[src/rtl/msg_word_packer.sv]
// msg_word_packer: packs a byte stream little-endian into W-bit words for the Dilithium core input bus.
// Define MSG_LEN_HDR_EN to emit a leading header word carrying the message length in bits.
module msg_word_packer #(
   parameter int W             = 64,
   parameter int MAX_MSG_BYTES = 3300,
   parameter int LEN_W         = 15
) (
   input  logic             clk,
   input  logic             rst,
   input  logic             start_i,
   input  logic [LEN_W-1:0] msg_len_i,
   input  logic [7:0]       byte_i,
   input  logic             byte_valid_i,
   output logic             byte_ready_o,
   output logic [W-1:0]     word_o,
   output logic             word_valid_o,
   input  logic             word_ready_i,
   output logic             word_last_o,
   output logic             busy_o,
   output logic             done_o,
   output logic             err_o,
   output logic [2:0]       dbg_state
);

   // Handshakes: a byte moves on a rising edge where byte_valid_i && byte_ready_o, a word moves on
   // a rising edge where word_valid_o && word_ready_i; word_o/word_last_o hold while valid && !ready.

`ifdef MSG_LEN_HDR_EN
   typedef enum logic [2:0] {
      S_IDLE = 3'd0,
      S_HDR  = 3'd1,
      S_FILL = 3'd2,
      S_EMIT = 3'd3,
      S_DONE = 3'd4
   } state_t;
`else
   typedef enum logic [2:0] {
      S_IDLE = 3'd0,
      S_FILL = 3'd2,
      S_EMIT = 3'd3,
      S_DONE = 3'd4
   } state_t;
`endif

   state_t           state_q, state_d;
   logic [LEN_W-1:0] rem_cnt_q;
   logic [2:0]       idx_q;
   logic [W-1:0]     word_q;
   logic             err_q;

   logic len_ok;
   logic len_zero;
   logic byte_fire;
   logic word_fire;
   logic word_done;

   assign len_ok    = (msg_len_i <= LEN_W'(MAX_MSG_BYTES));
   assign len_zero  = (msg_len_i == '0);
   assign byte_fire = byte_valid_i && byte_ready_o;
   assign word_fire = word_valid_o && word_ready_i;
   // The transfer that fills lane 7 or consumes the final byte closes the word.
   assign word_done = (idx_q == 3'd7) || (rem_cnt_q == LEN_W'(1));

   always_ff @(posedge clk or posedge rst) begin
      if (rst) begin
         state_q <= S_IDLE;
      end else begin
         state_q <= state_d;
      end
   end

   always_comb begin
      state_d = state_q;
      case (state_q)
         S_IDLE: begin
            if (start_i && len_ok) begin
`ifdef MSG_LEN_HDR_EN
               state_d = S_HDR;
`else
               state_d = len_zero ? S_DONE : S_FILL;
`endif
            end
         end
         S_FILL: begin
            if (byte_fire && word_done) begin
               state_d = S_EMIT;
            end
         end
`ifdef MSG_LEN_HDR_EN
         S_HDR, S_EMIT: begin
`else
         S_EMIT: begin
`endif
            if (word_ready_i) begin
               state_d = (rem_cnt_q == '0) ? S_DONE : S_FILL;
            end
         end
         S_DONE: begin
            state_d = S_IDLE;
         end
         default: begin
            state_d = S_IDLE;
         end
      endcase
   end

   always_ff @(posedge clk or posedge rst) begin
      if (rst) begin
         rem_cnt_q <= '0;
         idx_q     <= '0;
         word_q    <= '0;
         err_q     <= 1'b0;
      end else begin
         err_q <= 1'b0;
         case (state_q)
            S_IDLE: begin
               if (start_i) begin
                  if (len_ok) begin
                     rem_cnt_q <= msg_len_i;
                     idx_q     <= '0;
`ifdef MSG_LEN_HDR_EN
                     word_q    <= W'(LEN_W'({msg_len_i, 3'b000}));
`else
                     word_q    <= '0;
`endif
                  end else begin
                     err_q <= 1'b1;
                  end
               end
            end
            S_FILL: begin
               if (byte_fire) begin
                  for (int k = 0; k < W / 8; k++) begin
                     if (idx_q == 3'(k)) begin
                        word_q[8*k +: 8] <= byte_i;
                     end
                  end
                  rem_cnt_q <= rem_cnt_q - LEN_W'(1);
                  idx_q     <= idx_q + 3'd1;
               end
            end
            default: begin
               // Start a fresh zeroed word so a short final word is padded with 0x00.
               if (word_fire && (rem_cnt_q != '0)) begin
                  word_q <= '0;
                  idx_q  <= '0;
               end
            end
         endcase
      end
   end

`ifdef MSG_LEN_HDR_EN
   assign word_valid_o = (state_q == S_EMIT) || (state_q == S_HDR);
`else
   assign word_valid_o = (state_q == S_EMIT);
`endif
   assign byte_ready_o = (state_q == S_FILL);
   assign word_o       = word_q;
   assign word_last_o  = word_valid_o && (rem_cnt_q == '0);
   assign busy_o       = (state_q != S_IDLE);
   assign done_o       = (state_q == S_DONE);
   assign err_o        = err_q;
   assign dbg_state    = state_q;

endmodule
[config.mk]
export PLATFORM = sky130hd
export DESIGN_NAME = msg_word_packer
export DESIGN_NICKNAME = d
export VERILOG_FILES = /design/src/rtl/msg_word_packer.sv
export SDC_FILE = /design/constraint.sdc
export NUM_CORES = 1
export LEC_CHECK = 0
export CORE_MARGIN = 2
export CORE_UTILIZATION = 40
export DETAILED_ROUTE_END_ITERATION = 8
export PLACE_DENSITY = 0.72
export RECOVER_POWER = 50
export SLEW_MARGIN = 10
export SYNTH_ARGS = -nofsm -noshare
export SYNTH_HDL_FRONTEND = slang
export SYNTH_SLANG_ARGS = --single-unit
[constraint.sdc]
create_clock -name clk -period 6 [get_ports clk]
set_input_delay 0.9 -clock clk [delete_from_list [all_inputs] [get_ports clk]]
set_output_delay 0.9 -clock clk [all_outputs]
set_load 0.05 [all_outputs]
metal_stack.png
Drawn at 4 px/µm. Only two layers are drawn.
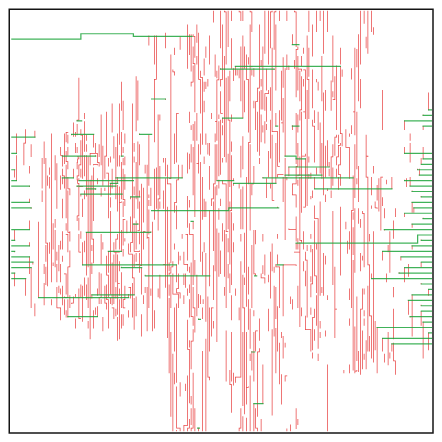
- green: met3 (wire length 693 µm)
- red: met2 (wire length 5,470 µm)
Total Routed Length: 11,200 µm
DR vias: 3,556
GRT Resource Usage Total: 21.1%
WL per Instance: 18.8 µm

drive_strength.png
Drawn at 4 px/µm.
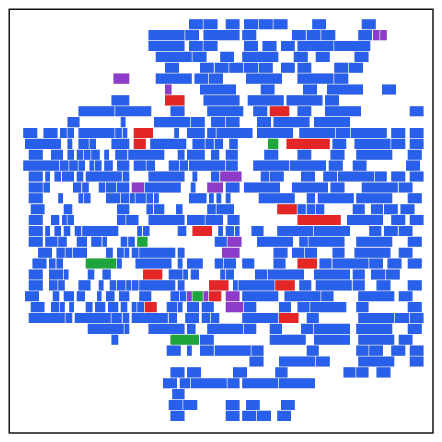
- purple: drive 2 (cells 13; share 2.8%)
- red: drive 6 and up (cells 15; share 3.3%; most used clkbuf_8)
- blue: drive 1 or less (cells 426; share 93%; most used dfrtp_1)
- green: drive 3 to 4 (cells 5; share 1.1%; most used buf_4)

==> flow.log <==
[flow] final metrics
INFO  metric num-nets-final = 490
INFO  metric postLayoutCellArea = 0.00542 mm²
INFO  metric yosys.area.top_type = dfrtp_1
INFO  metric cts_root_buffer = clkbuf_8
INFO  metric fin_util = 53.2%
INFO  metric timing_hold_violations_final = 0
INFO  metric globalRouteOverflowTotal = 0
INFO  metric fp.dieW = 106 µm
INFO  metric stage_log_warnings = 31
INFO  metric top_cell = dfrtp_1
INFO  metric layout.filler_cells = 915
INFO  metric synth.top_cells.by_area = dfrtp_1 (52%), a32o_1 (8.0%), a22o_1 (6.4%)
INFO  metric worst_setup_hold_path_clk_slew = 90 ps
INFO  metric synth_cell_type_count = 55
INFO  metric die_area = 0.0111 mm²
INFO  metric cap_violations = 1
INFO  metric post_place_instance_area = 0.00519 mm²
INFO  metric mappedNetlistArea = 0.00413 mm²
INFO  metric viasPerCell = 5.98
INFO  metric detail-route-antenna-nets = 0
INFO  metric critPathArrivalTime = 2770 ps
INFO  metric post_cts.repair.setup_buffers = 0
INFO  metric final.setup_skew = 7.36 ps
INFO  metric hold_slack = 499 ps
INFO  metric required = 5100 ps
INFO  metric final_period_minus_worst_setup_slack = 3670 ps
INFO  metric synth.ff_latch_count = 86
INFO  metric violations_in_the_final_reports = capacitance limit, slew limit
INFO  metric antennaDiodeCount = 0
INFO  metric synth-edff-count = 0
INFO  metric cts_hold_buf = 0
INFO  metric endpoint_kind = output pin
INFO  metric first_pass_grt_wire_length = 18,600 µm
INFO  metric grt_start_max_net_pins = 87
INFO  metric antenna_violations_before_repair = 0
INFO  metric critical_path.startpoint_type = flop
INFO  metric finalSetupTns = 0 ps
INFO  metric final_weighted_congestion_in_routability_driven_placement = 0.852
INFO  metric irDropWorstVdd = 0.322 mV
INFO  metric power_density = 590 mW/mm²
INFO  metric synth_flop_type = dfrtp_1
INFO  metric floorplan.nets = 398
INFO  metric report.final.slew_viol_count = 87
INFO  metric cts_inserted_buffers = 9
INFO  metric min_period_over_period = 61.1%
INFO  metric grt_util_met1 = 27.8%
INFO  metric layout-area-overhead-vs-synth = 31.3%
INFO  metric ys.warnings.count = 0
INFO  metric clock_tree_from_tritoncts = yes
INFO  metric synth_cells = 362
INFO  metric die_h = 106 µm
INFO  metric initCoreUtil = 40.5%
INFO  metric yosys-stat-area = 0.00413 mm²
INFO  metric outcome = complete, but fails checks
INFO  metric worst_slew_pin_slew = 2110 ps
INFO  metric netlist.area_leader.share = 52.2%
INFO  metric dpl.hpwl = 7980 µm
INFO  metric first_global_vias = 3,470
INFO  metric cts.path.max_buffers = 2
INFO  metric worst_slack = 2330 ps
INFO  metric post-route-drc-count = 0
INFO  metric layout-drive-gt1-share = 7.19%
INFO  metric clock_sink_count = 86
INFO  metric power.static_leakage = 2.28 nW
INFO  metric rsz0062_at_grt = false
INFO  metric htreeDepth = 3
INFO  metric pre_cts_slack = 2570 ps
final_placement.png
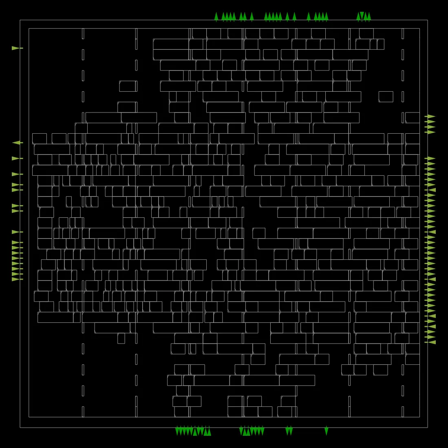
non-filler cells, final: 595
number of well-tap cells placed: 136
row count: 37

port_nets.png
Drawn at 2 px/µm.
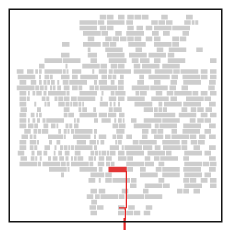
- red: err_o (bits 1; direction output; end cells 1; buffers 1; wire 28.6 µm)
number of top-level design ports: 101
Port Buffers: 100

==> kinds of logic (layout without fill, tap and decap cells) <==
family | count (synthesis) | in the layout | synth area share, %
AOI/OAI and AO/OA | 122 | 122 | 24.7
adders and majority gates | 8 | 8 | 2.43
buffers and inverters | 34 | 131 | 4.31
DFF | 86 | 86 | 52.2
muxes | 4 | 4 | 1.03
and+or+nand+nor | 108 | 108 | 15.3
==> report_power, final <==
| part | internal [mW] | switching (mW) | total [mW] |
|---|---|---|---|
| Clock | 0.250 | 0.213 | 0.463 |
| Combinational | 0.601 | 1.13 | 1.73 |
| Sequential | 0.813 | 0.193 | 1.01 |
| Total | 1.66 | 1.53 | 3.20 |
==> routing by layer <==
layer  part of all wire, %  vias up  wire length [µm]
li1                      -     1614                 -
met2                    49      133              5470
met4                   2.0        0               221
met5                     0        -                 0
met1                    43     1788              4810
met3                   6.2       21               692
==> cells in the final DEF (no fill, tap or decap), types with 6 or more instances in the layout <==
cell and instances:
dfrtp_1 86, clkdlybuf4s50_1 64, dlygate4sd3_1 36, a32o_1 33
a22o_1 30, nor3_1 19, nor2_1 19, and2_1 13
o21ai_0 12, nand2_1 11, a21oi_1 10, clkbuf_8 10
inv_1 8, ha_1 8, nor4_1 7, nand4_1 7
o2111ai_1 6
==> final timing paths <==
path,startpoint,to,slack [ps],cells after the start
worst max-delay path,rem_cnt_q[0],word_last_o,2330,6
worst min-delay path,word_o[33],word_o[33],500,1
worst max register to register,dbg_state[0],rem_cnt_q[1],2850,6
worst min register to register,word_o[33],word_o[33],500,1
max in group asynchronous,rst,idx_q[1],3010,3
min in group asynchronous,rst,word_o[35],1780,3
==> critical path, stage by stage, from the launching register on <==
cell	delay, ps
dfrtp_1	440
inv_1	80
ha_1	230
nor4b_1	270
and4_1	380
and2_1	190
clkdlybuf4s50_1	820
==> sequential cells by signal, indices dropped and copies added (netlist names) <==
signal     flops
idx_q          3
err_o          1
rem_cnt_q     15
dbg_state      3
word_o        64
==> area by class of cell <==
cell class | count | area share (%)
clock inverters | 6 | 1.69
flip-flops and latches | 86 | 39.7
multi-input cells | 242 | 33.1
repair buffers | 104 | 19.0
well taps | 136 | 3.14
inverters | 11 | 0.785
clock buffers | 10 | 2.54
Power figures rest on the tool's default switching activity, not on a simulated workload.
